File: src/rtl/simple_cpu_core.sv
// simple_cpu_core: three-state (IDLE/EXEC/WB) accumulator-style CPU core with
// a small register file, a small data memory and an optional flags register.
// Ports:
//   clk, rst                  - rising-edge clock, asynchronous active-high reset
//   instruction, instr_valid  - instruction word {op, rd, imm} and its valid
//   instr_ready               - high only in IDLE; accept = instr_valid && instr_ready
//   done                      - one-cycle pulse in the cycle after WB (retirement)
//   alu_result_debug          - registered result of the last executed instruction
//   reg0_debug, reg1_debug    - live contents of R0 / R1
//   flags                     - {carry, zero}, only when PROC_FLAGS_EN is defined
// Optional feature macro: PROC_FLAGS_EN (adds the flags port and flag logic).
// Timing: accept on edge E0, EXEC->WB on E1 (ALU result, memory write),
// WB->IDLE on E2 (register write, done raised); next accept no earlier than E3.

module simple_cpu_core #(
  parameter int DATA_W = 8,
  parameter int REG_AW = 2,
  parameter int MEM_AW = 4,
  localparam int INSTR_W = 4 + REG_AW + DATA_W
) (
  input  logic               clk,
  input  logic               rst,
  input  logic [INSTR_W-1:0] instruction,
  input  logic               instr_valid,
  output logic               instr_ready,
  output logic               done,
  output logic [DATA_W-1:0]  alu_result_debug,
  output logic [DATA_W-1:0]  reg0_debug,
  output logic [DATA_W-1:0]  reg1_debug
`ifdef PROC_FLAGS_EN
  ,
  output logic [1:0]         flags
`endif
);

  localparam int NREG = 2 ** REG_AW;
  localparam int NMEM = 2 ** MEM_AW;

  localparam logic [3:0] OP_ADD = 4'b0000;
  localparam logic [3:0] OP_SUB = 4'b0001;
  localparam logic [3:0] OP_AND = 4'b0010;
  localparam logic [3:0] OP_OR  = 4'b0011;
  localparam logic [3:0] OP_XOR = 4'b0100;
  localparam logic [3:0] OP_NOT = 4'b0101;
  localparam logic [3:0] OP_LD  = 4'b0110;
  localparam logic [3:0] OP_ST  = 4'b0111;
  localparam logic [3:0] OP_LDI = 4'b1000;

  typedef enum logic [1:0] {
    S_IDLE = 2'd0,
    S_EXEC = 2'd1,
    S_WB   = 2'd2
  } state_t;

  state_t state;
  state_t next_state;
  logic   accept;

  // Architectural state
  logic [DATA_W-1:0] regs [NREG];
  logic [DATA_W-1:0] mem  [NMEM];
  logic [DATA_W-1:0] result_q;

  // Instruction / operand latches, captured on accept
  logic [3:0]        op_q;
  logic [REG_AW-1:0] rd_q;
  logic [DATA_W-1:0] imm_q;
  logic [DATA_W-1:0] a_q;   // R[rd] at accept
  logic [DATA_W-1:0] b_q;   // R[rs] at accept
  logic [MEM_AW-1:0] addr_q;

  // Field decode of the incoming word
  logic [3:0]        dec_op;
  logic [REG_AW-1:0] dec_rd;
  logic [REG_AW-1:0] dec_rs;
  logic [DATA_W-1:0] dec_imm;

  assign dec_op  = instruction[INSTR_W-1 -: 4];
  assign dec_rd  = instruction[DATA_W +: REG_AW];
  assign dec_imm = instruction[DATA_W-1:0];
  assign dec_rs  = dec_imm[REG_AW-1:0];

  // ---------------------------------------------------------------------------
  // Control FSM
  // ---------------------------------------------------------------------------
  always_ff @(posedge clk or posedge rst) begin
    if (rst) begin
      state <= S_IDLE;
    end else begin
      state <= next_state;
    end
  end

  always_comb begin
    next_state  = state;
    instr_ready = 1'b0;
    accept      = 1'b0;
    case (state)
      S_IDLE: begin
        instr_ready = 1'b1;
        if (instr_valid) begin
          accept     = 1'b1;
          next_state = S_EXEC;
        end
      end
      S_EXEC:  next_state = S_WB;
      S_WB:    next_state = S_IDLE;
      default: next_state = S_IDLE;
    endcase
  end

  // ---------------------------------------------------------------------------
  // Operand capture: operands are read when leaving IDLE, so rd == rs is safe
  // and a result written in WB is visible to the next accepted instruction.
  // ---------------------------------------------------------------------------
  always_ff @(posedge clk or posedge rst) begin
    if (rst) begin
      op_q  <= '0;
      rd_q  <= '0;
      imm_q <= '0;
      a_q   <= '0;
      b_q   <= '0;
    end else if (accept) begin
      op_q  <= dec_op;
      rd_q  <= dec_rd;
      imm_q <= dec_imm;
      a_q   <= regs[dec_rd];
      b_q   <= regs[dec_rs];
    end
  end

  // ---------------------------------------------------------------------------
  // ALU (evaluated during EXEC)
  // ---------------------------------------------------------------------------
  logic [DATA_W-1:0] alu_res;
  logic              res_upd;   // result register takes alu_res at end of EXEC

  always_comb begin
    alu_res = '0;
    res_upd = 1'b1;
    case (op_q)
      OP_ADD:  alu_res = a_q + b_q;
      OP_SUB:  alu_res = a_q - b_q;
      OP_AND:  alu_res = a_q & b_q;
      OP_OR:   alu_res = a_q | b_q;
      OP_XOR:  alu_res = a_q ^ b_q;
      OP_NOT:  alu_res = ~b_q;
      OP_ST:   alu_res = b_q;
      OP_LDI:  alu_res = imm_q;
      // LD takes its result from memory in WB; 1001-1111 are NOPs.
      default: res_upd = 1'b0;
    endcase
  end

  // Register-file write enable for the instruction in WB
  logic wb_reg_en;
  always_comb begin
    wb_reg_en = 1'b0;
    case (op_q)
      OP_ADD, OP_SUB, OP_AND, OP_OR, OP_XOR, OP_NOT, OP_LD, OP_LDI: wb_reg_en = 1'b1;
      default: wb_reg_en = 1'b0;
    endcase
  end

  logic [DATA_W-1:0] wb_data;
  assign wb_data = (op_q == OP_LD) ? mem[addr_q] : result_q;

  // ---------------------------------------------------------------------------
  // Result register and memory address issue
  // ---------------------------------------------------------------------------
  always_ff @(posedge clk or posedge rst) begin
    if (rst) begin
      result_q <= '0;
    end else if (state == S_EXEC && res_upd) begin
      result_q <= alu_res;
    end else if (state == S_WB && op_q == OP_LD) begin
      result_q <= mem[addr_q];
    end
  end

  // LD address comes from R[rs]; upper bits beyond MEM_AW are dropped.
  always_ff @(posedge clk or posedge rst) begin
    if (rst) begin
      addr_q <= '0;
    end else if (state == S_EXEC) begin
      addr_q <= b_q[MEM_AW-1:0];
    end
  end

  // ---------------------------------------------------------------------------
  // Data memory: ST writes on the EXEC->WB edge, so an LD accepted afterwards
  // (earliest read is its own WB) always observes the stored word.
  // ---------------------------------------------------------------------------
  always_ff @(posedge clk or posedge rst) begin
    if (rst) begin
      for (int i = 0; i < NMEM; i++) begin
        mem[i] <= '0;
      end
    end else if (state == S_EXEC && op_q == OP_ST) begin
      mem[a_q[MEM_AW-1:0]] <= b_q;
    end
  end

  // ---------------------------------------------------------------------------
  // Register file: written on the WB->IDLE edge
  // ---------------------------------------------------------------------------
  always_ff @(posedge clk or posedge rst) begin
    if (rst) begin
      for (int i = 0; i < NREG; i++) begin
        regs[i] <= '0;
      end
    end else if (state == S_WB && wb_reg_en) begin
      regs[rd_q] <= wb_data;
    end
  end

  // Retirement pulse, raised together with the register write
  always_ff @(posedge clk or posedge rst) begin
    if (rst) begin
      done <= 1'b0;
    end else begin
      done <= (state == S_WB);
    end
  end

  assign alu_result_debug = result_q;
  assign reg0_debug       = regs[0];
  assign reg1_debug       = regs[1];

`ifdef PROC_FLAGS_EN
  // ---------------------------------------------------------------------------
  // Flags {carry, zero}: updated at the end of EXEC for ALU ops and LDI only.
  // ADD carry is detected as wrap-around of the truncated sum; SUB carry is
  // the borrow (rd < rs).
  // ---------------------------------------------------------------------------
  logic       flag_upd;
  logic       carry_nxt;
  logic [1:0] flags_q;

  always_comb begin
    flag_upd  = 1'b0;
    carry_nxt = 1'b0;
    case (op_q)
      OP_ADD: begin
        flag_upd  = 1'b1;
        carry_nxt = (alu_res < a_q);
      end
      OP_SUB: begin
        flag_upd  = 1'b1;
        carry_nxt = (a_q < b_q);
      end
      OP_AND, OP_OR, OP_XOR, OP_NOT, OP_LDI: flag_upd = 1'b1;
      default: flag_upd = 1'b0;
    endcase
  end

  always_ff @(posedge clk or posedge rst) begin
    if (rst) begin
      flags_q <= 2'b00;
    end else if (state == S_EXEC && flag_upd) begin
      flags_q <= {carry_nxt, (alu_res == '0)};
    end
  end

  assign flags = flags_q;
`endif

endmodule

File: config.mk
export PLATFORM = sky130hd
export DESIGN_NAME = simple_cpu_core
export DESIGN_NICKNAME = d
export VERILOG_FILES = /design/src/rtl/simple_cpu_core.sv
export SDC_FILE = /design/constraint.sdc
export NUM_CORES = 1
export LEC_CHECK = 0
export ABC_AREA = 1
export CORE_MARGIN = 5
export CORE_UTILIZATION = 60
export CTS_BUF_LIST = sky130_fd_sc_hd__clkbuf_16
export DETAILED_ROUTE_END_ITERATION = 10
export PLACE_DENSITY = 0.89
export RECOVER_POWER = 100
export SLEW_MARGIN = 20
export SYNTH_ARGS = -nofsm -noshare
export SYNTH_HDL_FRONTEND = slang
export SYNTH_SLANG_ARGS = --single-unit
File: constraint.sdc
create_clock -name clk -period 15.7 [get_ports clk]
set_input_delay 3.14 -clock clk [delete_from_list [all_inputs] [get_ports clk]]
set_output_delay 3.14 -clock clk [all_outputs]
set_load 0.02 [all_outputs]
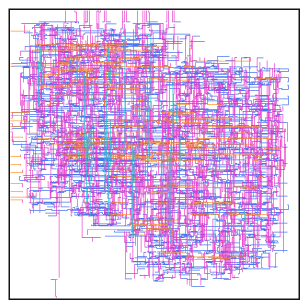
run_1/layers.png
Drawn at 2 px/um.
legend:
  magenta:
    layer: M2
    wire_length: 13300 um
  orange:
    layer: M3
    wire_length: 2710 um
  blue:
    layer: M1
    wire_length: 11500 um
  cyan:
    layer: M4
    wire_length: 1290 um

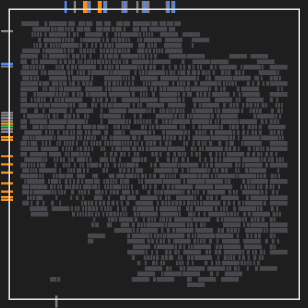
run_1/pinout.png
Drawn at 2 px/um. Pins as bars across the die edge, other pins in gray.
legend:
  green:
    port: instr_valid
    pins: 1
    direction: input
    edge: left
  orange:
    port: instruction
    pins: 14
    direction: input
    edge: 10 left, 4 top
  blue:
    port: reg0_debug
    pins: 8
    direction: output
    edge: 7 top, 1 left

==> tab_implementation.tex, run 1 <==
% Generated from flow reports
\begin{tabular}{lr}
\hline
Metric & Value \\
\hline
\multicolumn{2}{l}{\textbf{Run status}} \\
\quad Result of the run & complete, but fails checks \\
\quad Failing checks & max-capacitance violations, max-slew violations \\
\multicolumn{2}{l}{\textbf{Final layout}} \\
\quad Seq/total area & 43.8\% \\
\quad Area taken by flip-flops and latches & 5130 um\^{}2 \\
\quad Largest registers ranked by flip-flop count & mem (128), regs (16) \\
\quad Count of inserted antenna diode cells & 0 \\
\quad Proportion of cell area occupied by multi-input gates & 40.5\% \\
\quad Most frequent logic cell in the layout & sky130\_fd\_sc\_hd\_\_nand2\_1 \\
\quad Largest register by flop count & mem \\
\quad Fraction of layout instances using a drive strength above 1 & 4.32\% \\
\quad Sequential cells & 205 \\
\quad Fill cells & 1442 \\
\quad Dominant logic cell types in the final layout & sky130\_fd\_sc\_hd\_\_nand2\_1 (391), sky130\_fd\_sc\_hd\_\_o21ai\_0 (239), sky130\_fd\_sc\_hd\_\_dfrtp\_1 (204) \\
\quad Non-clock buffers, area share & 3.91\% \\
\quad Largest cell class by area & flip-flops and latches \\
\quad Number of multi-input combinational cells in the layout & 1010 \\
\quad Nets@finish & 1439 \\
\quad Clock network area share & 5.88\% \\
\quad Layout overhead on the synthesized area & 8.48\% \\
\quad Non-clock inverter count & 110 \\
\quad Final non-filler cell area & 11700 um\^{}2 \\
\quad Non-clock buffer count & 47 \\
\quad Core occupancy in the finished layout & 65.7\% \\
\quad Number of cells in the finished layout apart from fillers & 1640 \\
\multicolumn{2}{l}{\textbf{Detailed routing}} \\
\quad Routed length on met2 & 13.3 mm \\
\quad Count of unresolved DRC violations after routing & 0 \\
\quad Detailed-route wire length on metal 1 & 11.5 mm \\
\quad DR WL/cell & 17.6 um \\
\quad First-pass iteration count of the detailed router & 5 \\
\quad Drt initial violations & 1358 \\
\quad DR vias & 9717 \\
\quad Sum of routed wire length over all layers & 28.8 mm \\
\multicolumn{2}{l}{\textbf{Clock tree}} \\
\quad Number of H-tree branching levels & 1 \\
\quad Register clock-pin slew on the reported worst setup and hold paths & 0.06 ns \\
\quad Latest clock arrival within the worst-skew pair & 0.52 ns \\
\quad Clock tree sinks & 205 \\
\quad TritonCTS clock tree & yes \\
\quad Buffer count from post-CTS setup fixing & 0 \\
\quad Post\_cts resized & 0 \\
\quad Count of hold-fix buffers inserted at cts & 0 \\
\multicolumn{2}{l}{\textbf{Worst hold path}} \\
\quad Hold/Removal Path Class & reg -> reg \\
\quad End of the worst hold path & mem[64] \\
\multicolumn{2}{l}{\textbf{Power}} \\
\quad Max VDD drop & 0.116 mV \\
\quad Total power density per cell area & 170 nW/um\^{}2 \\
\quad Switch Pwr & 850 uW \\
\quad Share of total power in the clock network & 25.1\% \\
\quad Reported clock group power & 502 uW \\
\quad Combinational-cell power consumption & 769 uW \\
\quad Part of the power in registers & 36.4\% \\
\quad Design internal power & 1.15 mW \\
\quad Leakage power & 5.64 nW \\
\quad Total power of the final layout & 2.00 mW \\
\quad Largest power group & combinational logic \\
\quad Combinational Power Share & 38.5\% \\
\multicolumn{2}{l}{\textbf{Synth}} \\
\quad Complex-gate fraction of the synthesized area & 14.9\% \\
\quad Largest cells by area after synthesis & sky130\_fd\_sc\_hd\_\_dfrtp\_1 (47\%), sky130\_fd\_sc\_hd\_\_nand2\_1 (13\%), sky130\_fd\_sc\_hd\_\_o21ai\_0 (6.8\%), sky130\_fd\_sc\_hd\_\_nand3\_1 (5.3\%), sky130\_fd\_sc\_hd\_\_o21ai\_1 (5.1\%) \\
\quad Summed standard-cell area reported by yosys & 10800 um\^{}2 \\
\quad Number of warnings reported in the yosys synthesis log & 0 \\
\quad Post-Synthesis Cells & 1410 \\
\quad Synth top cell by count & sky130\_fd\_sc\_hd\_\_nand2\_1 \\
\quad Dominant combinational family & simple AND/OR/NAND/NOR gates \\
\quad Register share after synthesis & 47.5\% \\
\quad Synth top area share & 47.5\% \\
\quad Count of instantiated cells in the yosys netlist & 1410 \\
\quad Most instantiated cells after synthesis & sky130\_fd\_sc\_hd\_\_nand2\_1 (375), sky130\_fd\_sc\_hd\_\_dfrtp\_1 (205), sky130\_fd\_sc\_hd\_\_o21ai\_0 (147), sky130\_fd\_sc\_hd\_\_nor2\_1 (134), sky130\_fd\_sc\_hd\_\_nand3\_1 (115) \\
\quad Mean area per synthesized cell & 7.66 um\^{}2 \\
\quad Adder Area Share & 2.96\% \\
\quad Post-synthesis async set-or-reset flop share & 100\% \\
\quad Number of enable flip-flop cells & 0 \\
\quad Cell type with the largest total area & sky130\_fd\_sc\_hd\_\_dfrtp\_1 \\
\quad Synthesized registers & 205 \\
\quad Net Count, Synth & 1452 \\
\quad Post-synthesis xor/xnor area fraction & 0.567\% \\
\quad Count of distinct cell types in the synthesized netlist & 36 \\
\quad Area fraction in mux cells & 0\% \\
\quad Cell area after technology mapping & 10800 um\^{}2 \\
\multicolumn{2}{l}{\textbf{Floorplan}} \\
\quad Placement row count & 49 \\
\quad Area of the core & 17800 um\^{}2 \\
\quad Die Height & 144 um \\
\quad Fraction of the core area occupied by cells at floorplan & 60.6\% \\
\quad IO Pins & 43 \\
\quad Die span in x & 144 um \\
\quad Die Footprint & 20800 um\^{}2 \\
\quad Taps Inserted & 229 \\
\multicolumn{2}{l}{\textbf{Critical path}} \\
\quad Cell type of the slowest stage on the worst timing path & sky130\_fd\_sc\_hd\_\_clkinvlp\_2 \\
\quad Critical Path Source & rst \\
\quad Reg-to-Reg Start & addr\_q[1] \\
\quad Buf/Inv on CP & 2 \\
\quad Startpoint type of the worst setup path & primary input \\
\quad Crit path required time & 15.08 ns \\
\quad Capturing element of the worst setup path & addr\_q[0] \\
\quad Cell-by-cell trace of the critical path & dlygate4sd3\_1 > clkinvlp\_2 \\
\quad Number of cells on the critical path & 2 \\
\quad Worst Reg-to-Reg Cells & 9 \\
\quad Endpoint kind of the worst setup timing path & async pin \\
\quad Slack of the worst reg-to-reg path & 11.87 ns \\
\quad Family of cells with the greatest summed delay on the critical path & buffers and inverters \\
\quad Maximum fanout along the worst path & 120 \\
\multicolumn{2}{l}{\textbf{Final timing}} \\
\quad Final setup TNS & 0 ns \\
\quad Max-slew violation count & 153 \\
\quad Relative slew slack & -243\% \\
\quad Hold Worst Slack & 0.480 ns \\
\quad Worst Skew & 0.0175 ns \\
\quad Number of setup violations in the final report & 0 \\
\quad Timing-limited maximum frequency & 0.138 GHz \\
\quad Final cycle utilization of the critical path & 46.2\% \\
\quad Worst setup margin & 8.45 ns \\
\quad Post-route minimum period & 7.25 ns \\
\quad Final Hold Fails & 0 \\
\quad RSZ-0062 raised after global routing & no \\
\multicolumn{2}{l}{\textbf{Global routing}} \\
\quad Vias in the first global route & 9156 \\
\quad All-Layer GR Usage & 28.2\% \\
\quad Pin count of the biggest net entering global routing & 121 \\
\quad Global routing met1 resource utilization & 38.6\% \\
\quad Met3 capacity usage during global routing & 4.60\% \\
\quad First-pass GRT wire length & 47.0 mm \\
\quad Antenna violations before repair & 0 \\
\quad Layer carrying the most global-route usage & met2 \\
\multicolumn{2}{l}{\textbf{Place}} \\
\quad DP Cell Count & 1601 \\
\quad Post-place setup slack & 10.30 ns \\
\quad HPWL after detailed placement & 19.0 mm \\
\quad Final weighted congestion of routability-driven global placement & 0.971 \\
\quad Placed Instance Area & 11100 um\^{}2 \\
\multicolumn{2}{l}{\textbf{Job}} \\
\quad MaxCap Viol Count & 2 \\
\quad Tool warning count & 37 \\
\hline
\end{tabular}
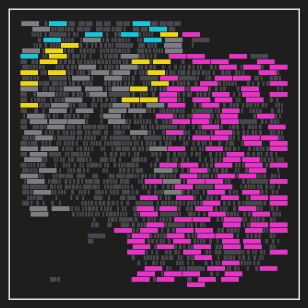
run_1/ff_map.png
Drawn at 2 px/um.
legend:
  cyan:
    signal: reg1_debug
    sequential_cells: 8
  yellow:
    signal: regs
    sequential_cells: 16
  magenta:
    signal: mem
    sequential_cells: 128
not colored: 53

==> run 2: changes to the inputs <==
clock period = 7.25 ns   (was 15.7 ns; I/O delays follow)
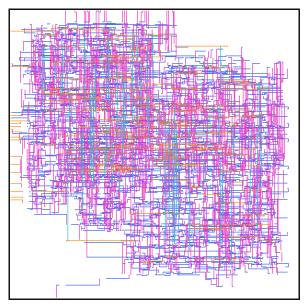
run_2/layers.png
Drawn at 2 px/um.
legend:
  blue:
    layer: M1
    wire_length: 11400 um
  orange:
    layer: M3
    wire_length: 2280 um
  cyan:
    layer: M4
    wire_length: 1610 um
  magenta:
    layer: M2
    wire_length: 12900 um

==> run 2 against run 1 <==
Against the previous run:
- the run still ends with max-capacitance violations, max-slew violations left
- utilization down 0.36 points
- synthesized cell count unchanged
- clock skew increased by 0.0018 ns
- global-route usage fell by 0.53 points
- synthesized area did not move
- combinational power increased by 120%
- total power is 110% higher
- die area is the same
- routed wire length decreased by 2.2%
- cell area down 0.54%
- non-clock buffer count increased by 1
- largest power group unchanged
==> tab_implementation.tex, run 2 <==
% Generated from flow reports
\begin{tabular}{lr}
\hline
Metric & Value \\
\hline
\multicolumn{2}{l}{\textbf{Final timing}} \\
\quad Hold Worst Slack & 0.479 ns (-0.00109 ns) \\
\quad Final Hold Fails & 0 (unchanged) \\
\quad Max-slew violation count & 31 (-80\%) \\
\quad Number of setup violations in the final report & 0 (unchanged) \\
\quad Worst Skew & 0.0194 ns (+0.00185 ns) \\
\quad Final cycle utilization of the critical path & 54.6\% \\
\quad Worst setup margin & 3.29 ns (-5.16 ns) \\
\quad RSZ-0062 raised after global routing & no \\
\quad Post-route minimum period & 3.96 ns \\
\quad Relative slew slack & -2.91\% (+240 points) \\
\quad Timing-limited maximum frequency & 0.252 GHz \\
\quad Final setup TNS & 0 ns (unchanged) \\
\multicolumn{2}{l}{\textbf{Synth}} \\
\quad Net Count, Synth & 1452 (unchanged) \\
\quad Number of enable flip-flop cells & 0 (unchanged) \\
\quad Complex-gate fraction of the synthesized area & 14.9\% (unchanged) \\
\quad Synthesized registers & 205 (unchanged) \\
\quad Summed standard-cell area reported by yosys & 10800 um\^{}2 (unchanged) \\
\quad Register share after synthesis & 47.5\% (unchanged) \\
\quad Count of distinct cell types in the synthesized netlist & 36 (unchanged) \\
\quad Most instantiated cells after synthesis & sky130\_fd\_sc\_hd\_\_nand2\_1 (375), sky130\_fd\_sc\_hd\_\_dfrtp\_1 (205), sky130\_fd\_sc\_hd\_\_o21ai\_0 (147), sky130\_fd\_sc\_hd\_\_nor2\_1 (134), sky130\_fd\_sc\_hd\_\_nand3\_1 (115) \\
\quad Number of warnings reported in the yosys synthesis log & 0 (unchanged) \\
\quad Cell type with the largest total area & sky130\_fd\_sc\_hd\_\_dfrtp\_1 \\
\quad Post-Synthesis Cells & 1410 (unchanged) \\
\quad Post-synthesis async set-or-reset flop share & 100\% (unchanged) \\
\quad Mean area per synthesized cell & 7.66 um\^{}2 (unchanged) \\
\quad Synth top cell by count & sky130\_fd\_sc\_hd\_\_nand2\_1 \\
\quad Adder Area Share & 2.96\% (unchanged) \\
\quad Largest cells by area after synthesis & sky130\_fd\_sc\_hd\_\_dfrtp\_1 (47\%), sky130\_fd\_sc\_hd\_\_nand2\_1 (13\%), sky130\_fd\_sc\_hd\_\_o21ai\_0 (6.8\%), sky130\_fd\_sc\_hd\_\_nand3\_1 (5.3\%), sky130\_fd\_sc\_hd\_\_o21ai\_1 (5.1\%) \\
\quad Cell area after technology mapping & 10800 um\^{}2 (unchanged) \\
\quad Dominant combinational family & simple AND/OR/NAND/NOR gates \\
\quad Synth top area share & 47.5\% (unchanged) \\
\quad Count of instantiated cells in the yosys netlist & 1410 (unchanged) \\
\quad Area fraction in mux cells & 0\% (unchanged) \\
\multicolumn{2}{l}{\textbf{Place}} \\
\quad Post-place setup slack & 3.60 ns (-6.70 ns) \\
\quad Placed Instance Area & 11100 um\^{}2 (about the same) \\
\quad DP Cell Count & 1602 (+0.062\%) \\
\quad HPWL after detailed placement & 18.9 mm (-0.64\%) \\
\quad Final weighted congestion of routability-driven global placement & 0.953 (-1.8\%) \\
\multicolumn{2}{l}{\textbf{Power}} \\
\quad Combinational-cell power consumption & 1.68 mW (+120\%) \\
\quad Design internal power & 2.42 mW (+110\%) \\
\quad Leakage power & 5.62 nW (-0.45\%) \\
\quad Total power of the final layout & 4.23 mW (+110\%) \\
\quad Total power density per cell area & 363 nW/um\^{}2 (+110\%) \\
\quad Combinational Power Share & 39.8\% (+1.3 points) \\
\quad Largest power group & combinational logic \\
\quad Part of the power in registers & 36.5\% (about the same) \\
\quad Max VDD drop & 0.261 mV (+120\%) \\
\quad Switch Pwr & 1.81 mW (+110\%) \\
\quad Reported clock group power & 1.00 mW (+99\%) \\
\multicolumn{2}{l}{\textbf{Final layout}} \\
\quad Fill cells & 1482 (+2.8\%) \\
\quad Area taken by flip-flops and latches & 5130 um\^{}2 (unchanged) \\
\quad Non-clock inverter count & 110 (unchanged) \\
\quad Number of multi-input combinational cells in the layout & 1010 (unchanged) \\
\quad Core occupancy in the finished layout & 65.3\% (-0.36 points) \\
\quad Largest cell class by area & flip-flops and latches \\
\quad Sequential cells & 205 (unchanged) \\
\quad Most frequent logic cell in the layout & sky130\_fd\_sc\_hd\_\_nand2\_1 \\
\quad Largest registers ranked by flip-flop count & mem (128), regs (16) \\
\quad Clock network area share & 5.38\% (-0.50 points) \\
\quad Final non-filler cell area & 11700 um\^{}2 (-0.54\%) \\
\quad Seq/total area & 44.0\% (+0.24 points) \\
\quad Fraction of layout instances using a drive strength above 1 & 3.62\% (-0.70 points) \\
\quad Count of inserted antenna diode cells & 0 (unchanged) \\
\quad Dominant logic cell types in the final layout & sky130\_fd\_sc\_hd\_\_nand2\_1 (392), sky130\_fd\_sc\_hd\_\_o21ai\_0 (239), sky130\_fd\_sc\_hd\_\_dfrtp\_1 (204) \\
\quad Non-clock buffer count & 48 (+2.1\%) \\
\quad Nets@finish & 1439 (unchanged) \\
\quad Number of cells in the finished layout apart from fillers & 1638 (-0.12\%) \\
\quad Layout overhead on the synthesized area & 7.89\% \\
\quad Proportion of cell area occupied by multi-input gates & 40.6\% (+0.16 points) \\
\quad Largest register by flop count & mem \\
\quad Non-clock buffers, area share & 3.93\% (+0.021 points) \\
\multicolumn{2}{l}{\textbf{Critical path}} \\
\quad Cell-by-cell trace of the critical path & clkbuf\_1 > inv\_1 > clkbuf\_1 > nor2\_1 > o21ai\_0 > nand3\_1 > nand3\_1 > nand3\_1 > nand3\_1 > nand2\_1 \\
\quad Slack of the worst reg-to-reg path & 3.29 ns (-8.58 ns) \\
\quad Buf/Inv on CP & 3 (+1) \\
\quad Cell type of the slowest stage on the worst timing path & sky130\_fd\_sc\_hd\_\_clkbuf\_1 \\
\quad Number of cells on the critical path & 10 (+8) \\
\quad Reg-to-Reg Start & addr\_q[1] \\
\quad Startpoint type of the worst setup path & register \\
\quad Critical Path Source & addr\_q[1] \\
\quad Family of cells with the greatest summed delay on the critical path & buffers and inverters \\
\quad Worst Reg-to-Reg Cells & 10 (+1) \\
\quad Maximum fanout along the worst path & 30 (-75\%) \\
\quad Endpoint kind of the worst setup timing path & register \\
\quad Capturing element of the worst setup path & regs[6] \\
\multicolumn{2}{l}{\textbf{Floorplan}} \\
\quad IO Pins & 43 (unchanged) \\
\quad Taps Inserted & 229 (unchanged) \\
\quad Fraction of the core area occupied by cells at floorplan & 60.6\% (unchanged) \\
\quad Die span in x & 144 um (unchanged) \\
\quad Placement row count & 49 (unchanged) \\
\quad Die Footprint & 20800 um\^{}2 (unchanged) \\
\multicolumn{2}{l}{\textbf{Clock tree}} \\
\quad Post\_cts resized & 0 (unchanged) \\
\quad Register clock-pin slew on the reported worst setup and hold paths & 0.06 ns (about the same) \\
\quad Count of hold-fix buffers inserted at cts & 0 (unchanged) \\
\quad Latest clock arrival within the worst-skew pair & 0.51 ns (about the same) \\
\quad Buffer count from post-CTS setup fixing & 0 (unchanged) \\
\quad TritonCTS clock tree & yes \\
\quad Number of H-tree branching levels & 1 (unchanged) \\
\quad Clock tree sinks & 205 (unchanged) \\
\multicolumn{2}{l}{\textbf{Worst hold path}} \\
\quad Hold/Removal Path Class & reg -> reg \\
\quad End of the worst hold path & mem[1] \\
\multicolumn{2}{l}{\textbf{Global routing}} \\
\quad Vias in the first global route & 9231 (+0.82\%) \\
\quad Pin count of the biggest net entering global routing & 134 (+11\%) \\
\quad All-Layer GR Usage & 27.6\% (-0.53 points) \\
\quad Antenna violations before repair & 0 (unchanged) \\
\quad Met3 capacity usage during global routing & 4.63\% (+0.033 points) \\
\quad First-pass GRT wire length & 46.0 mm (-2.1\%) \\
\multicolumn{2}{l}{\textbf{Run status}} \\
\quad Result of the run & complete, but fails checks \\
\quad Failing checks & max-capacitance violations, max-slew violations \\
\multicolumn{2}{l}{\textbf{Job}} \\
\quad MaxCap Viol Count & 1 (-1) \\
\quad Tool warning count & 37 (unchanged) \\
\multicolumn{2}{l}{\textbf{Detailed routing}} \\
\quad DR WL/cell & 17.2 um (-2.0\%) \\
\quad Detailed-route wire length on metal 1 & 11.4 mm (-1.0\%) \\
\quad Count of unresolved DRC violations after routing & 0 (unchanged) \\
\quad Drt initial violations & 1177 (-13\%) \\
\quad Sum of routed wire length over all layers & 28.2 mm (-2.2\%) \\
\quad Routed length on met2 & 12.9 mm (-2.9\%) \\
\quad DR vias & 9652 (-0.67\%) \\
\quad First-pass iteration count of the detailed router & 6 (+1) \\
\hline
\end{tabular}
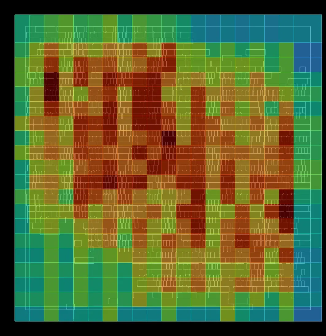
run_2/congestion_map.png
global routing met1 resource utilization: 36.1%
met2 demand-to-capacity share in global routing: 44.1%
layer carrying the most global-route usage: met2

==> run 3: changes to the inputs <==
clock period = 3.8 ns   (was 7.25 ns; I/O delays follow)
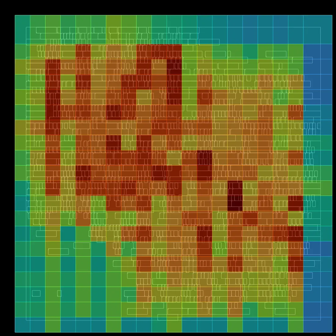
run_3/congestion_map.png
All-Layer GR Usage: 28.1%
core occupancy in the finished layout: 66.3%
global routing met1 resource utilization: 39.1%
met3 capacity usage during global routing: 4.20%
met2 demand-to-capacity share in global routing: 44.5%

==> run 3 against run 2 <==
Against the previous run:
- the run now ends clean
- final cell count up 0.85%
- synthesized area unchanged
- utilization grew 0.97 points
- combinational power grew 93%
- critical path depth is 4 lower
- largest cell class unchanged
- largest power group unchanged
- highest routed layer unchanged
==> tab_implementation.tex, run 3 <==
% Generated from flow reports
\begin{tabular}{lr}
\hline
Metric & Value \\
\hline
\multicolumn{2}{l}{\textbf{Final layout}} \\
\quad Dominant logic cell types in the final layout & sky130\_fd\_sc\_hd\_\_nand2\_1 (391), sky130\_fd\_sc\_hd\_\_o21ai\_0 (239), sky130\_fd\_sc\_hd\_\_dfrtp\_1 (204) \\
\quad Largest registers ranked by flip-flop count & mem (128), regs (16) \\
\quad Most frequent logic cell in the layout & sky130\_fd\_sc\_hd\_\_nand2\_1 \\
\quad Number of multi-input combinational cells in the layout & 1010 (unchanged) \\
\quad Largest cell class by area & flip-flops and latches \\
\quad Nets@finish & 1449 (+0.69\%) \\
\quad Proportion of cell area occupied by multi-input gates & 40.1\% (-0.53 points) \\
\quad Count of inserted antenna diode cells & 0 (unchanged) \\
\quad Final non-filler cell area & 11800 um\^{}2 (+1.5\%) \\
\quad Layout overhead on the synthesized area & 9.48\% \\
\quad Non-clock buffer count & 57 (+19\%) \\
\multicolumn{2}{l}{\textbf{Worst hold path}} \\
\quad Hold/Removal Path Class & reg -> reg \\
\multicolumn{2}{l}{\textbf{Detailed routing}} \\
\quad DR vias & 9777 (+1.3\%) \\
\quad Routed length on met2 & 13.2 mm (+2.1\%) \\
\quad DR WL/cell & 17.3 um (+0.31\%) \\
\quad Count of unresolved DRC violations after routing & 0 (unchanged) \\
\multicolumn{2}{l}{\textbf{Power}} \\
\quad Combinational Power Share & 39.4\% (-0.4 points) \\
\quad Part of the power in registers & 35.7\% (-0.8 points) \\
\quad Max VDD drop & 0.476 mV (+82\%) \\
\quad Largest power group & combinational logic \\
\quad Combinational-cell power consumption & 3.25 mW (+93\%) \\
\quad Reported clock group power & 2.06 mW (+110\%) \\
\multicolumn{2}{l}{\textbf{Place}} \\
\quad DP Cell Count & 1611 (+0.56\%) \\
\quad HPWL after detailed placement & 19.2 mm (+1.8\%) \\
\quad Post-place setup slack & 1.16 ns (-2.43 ns) \\
\quad Final weighted congestion of routability-driven global placement & 1.01 (+5.7\%) \\
\quad Placed Instance Area & 11200 um\^{}2 (+0.91\%) \\
\multicolumn{2}{l}{\textbf{Global routing}} \\
\quad Pin count of the biggest net entering global routing & 79 (-41\%) \\
\quad Antenna violations before repair & 0 (unchanged) \\
\multicolumn{2}{l}{\textbf{Floorplan}} \\
\quad Placement row count & 49 (unchanged) \\
\quad Die Footprint & 20800 um\^{}2 (unchanged) \\
\quad Die span in x & 144 um (unchanged) \\
\multicolumn{2}{l}{\textbf{Synth}} \\
\quad Synth top area share & 47.5\% (unchanged) \\
\quad Net Count, Synth & 1452 (unchanged) \\
\quad Adder Area Share & 2.96\% (unchanged) \\
\quad Area fraction in mux cells & 0\% (unchanged) \\
\quad Post-Synthesis Cells & 1410 (unchanged) \\
\quad Synth top cell by count & sky130\_fd\_sc\_hd\_\_nand2\_1 \\
\quad Mean area per synthesized cell & 7.66 um\^{}2 (unchanged) \\
\quad Register share after synthesis & 47.5\% (unchanged) \\
\quad Count of distinct cell types in the synthesized netlist & 36 (unchanged) \\
\quad Number of warnings reported in the yosys synthesis log & 0 (unchanged) \\
\quad Most instantiated cells after synthesis & sky130\_fd\_sc\_hd\_\_nand2\_1 (375), sky130\_fd\_sc\_hd\_\_dfrtp\_1 (205), sky130\_fd\_sc\_hd\_\_o21ai\_0 (147), sky130\_fd\_sc\_hd\_\_nor2\_1 (134), sky130\_fd\_sc\_hd\_\_nand3\_1 (115) \\
\quad Summed standard-cell area reported by yosys & 10800 um\^{}2 (unchanged) \\
\quad Largest cells by area after synthesis & sky130\_fd\_sc\_hd\_\_dfrtp\_1 (47\%), sky130\_fd\_sc\_hd\_\_nand2\_1 (13\%), sky130\_fd\_sc\_hd\_\_o21ai\_0 (6.8\%), sky130\_fd\_sc\_hd\_\_nand3\_1 (5.3\%), sky130\_fd\_sc\_hd\_\_o21ai\_1 (5.1\%) \\
\quad Number of enable flip-flop cells & 0 (unchanged) \\
\multicolumn{2}{l}{\textbf{Final timing}} \\
\quad Final Hold Fails & 0 (unchanged) \\
\quad Post-route minimum period & 2.84 ns \\
\quad RSZ-0062 raised after global routing & no \\
\quad Final setup TNS & 0 ns (unchanged) \\
\quad Max-slew violation count & 0 (-100\%) \\
\quad Timing-limited maximum frequency & 0.352 GHz \\
\quad Relative slew slack & 19.9\% (+23 points) \\
\multicolumn{2}{l}{\textbf{Critical path}} \\
\quad Startpoint type of the worst setup path & primary input \\
\quad Capturing element of the worst setup path & b\_q[7] \\
\quad Endpoint kind of the worst setup timing path & register \\
\quad Reg-to-Reg Start & state[1] \\
\multicolumn{2}{l}{\textbf{Clock tree}} \\
\quad Register clock-pin slew on the reported worst setup and hold paths & 0.06 ns (about the same) \\
\quad Clock tree sinks & 205 (unchanged) \\
\quad Count of hold-fix buffers inserted at cts & 0 (unchanged) \\
\quad TritonCTS clock tree & yes \\
\multicolumn{2}{l}{\textbf{Job}} \\
\quad MaxCap Viol Count & 0 (-1) \\
\multicolumn{2}{l}{\textbf{Run status}} \\
\quad Result of the run & finished, final reports clean \\
\hline
\end{tabular}
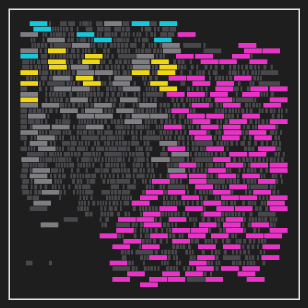
run_3/ff_map.png
Drawn at 2 px/um.
legend:
  cyan:
    signal: reg1_debug
    sequential_cells: 8
  yellow:
    signal: regs
    sequential_cells: 16
  magenta:
    signal: mem
    sequential_cells: 128
total sequential power: 2.95 mW
Seq/total area: 43.4%

No activity file was given, so power comes from the tool's default toggle rates.
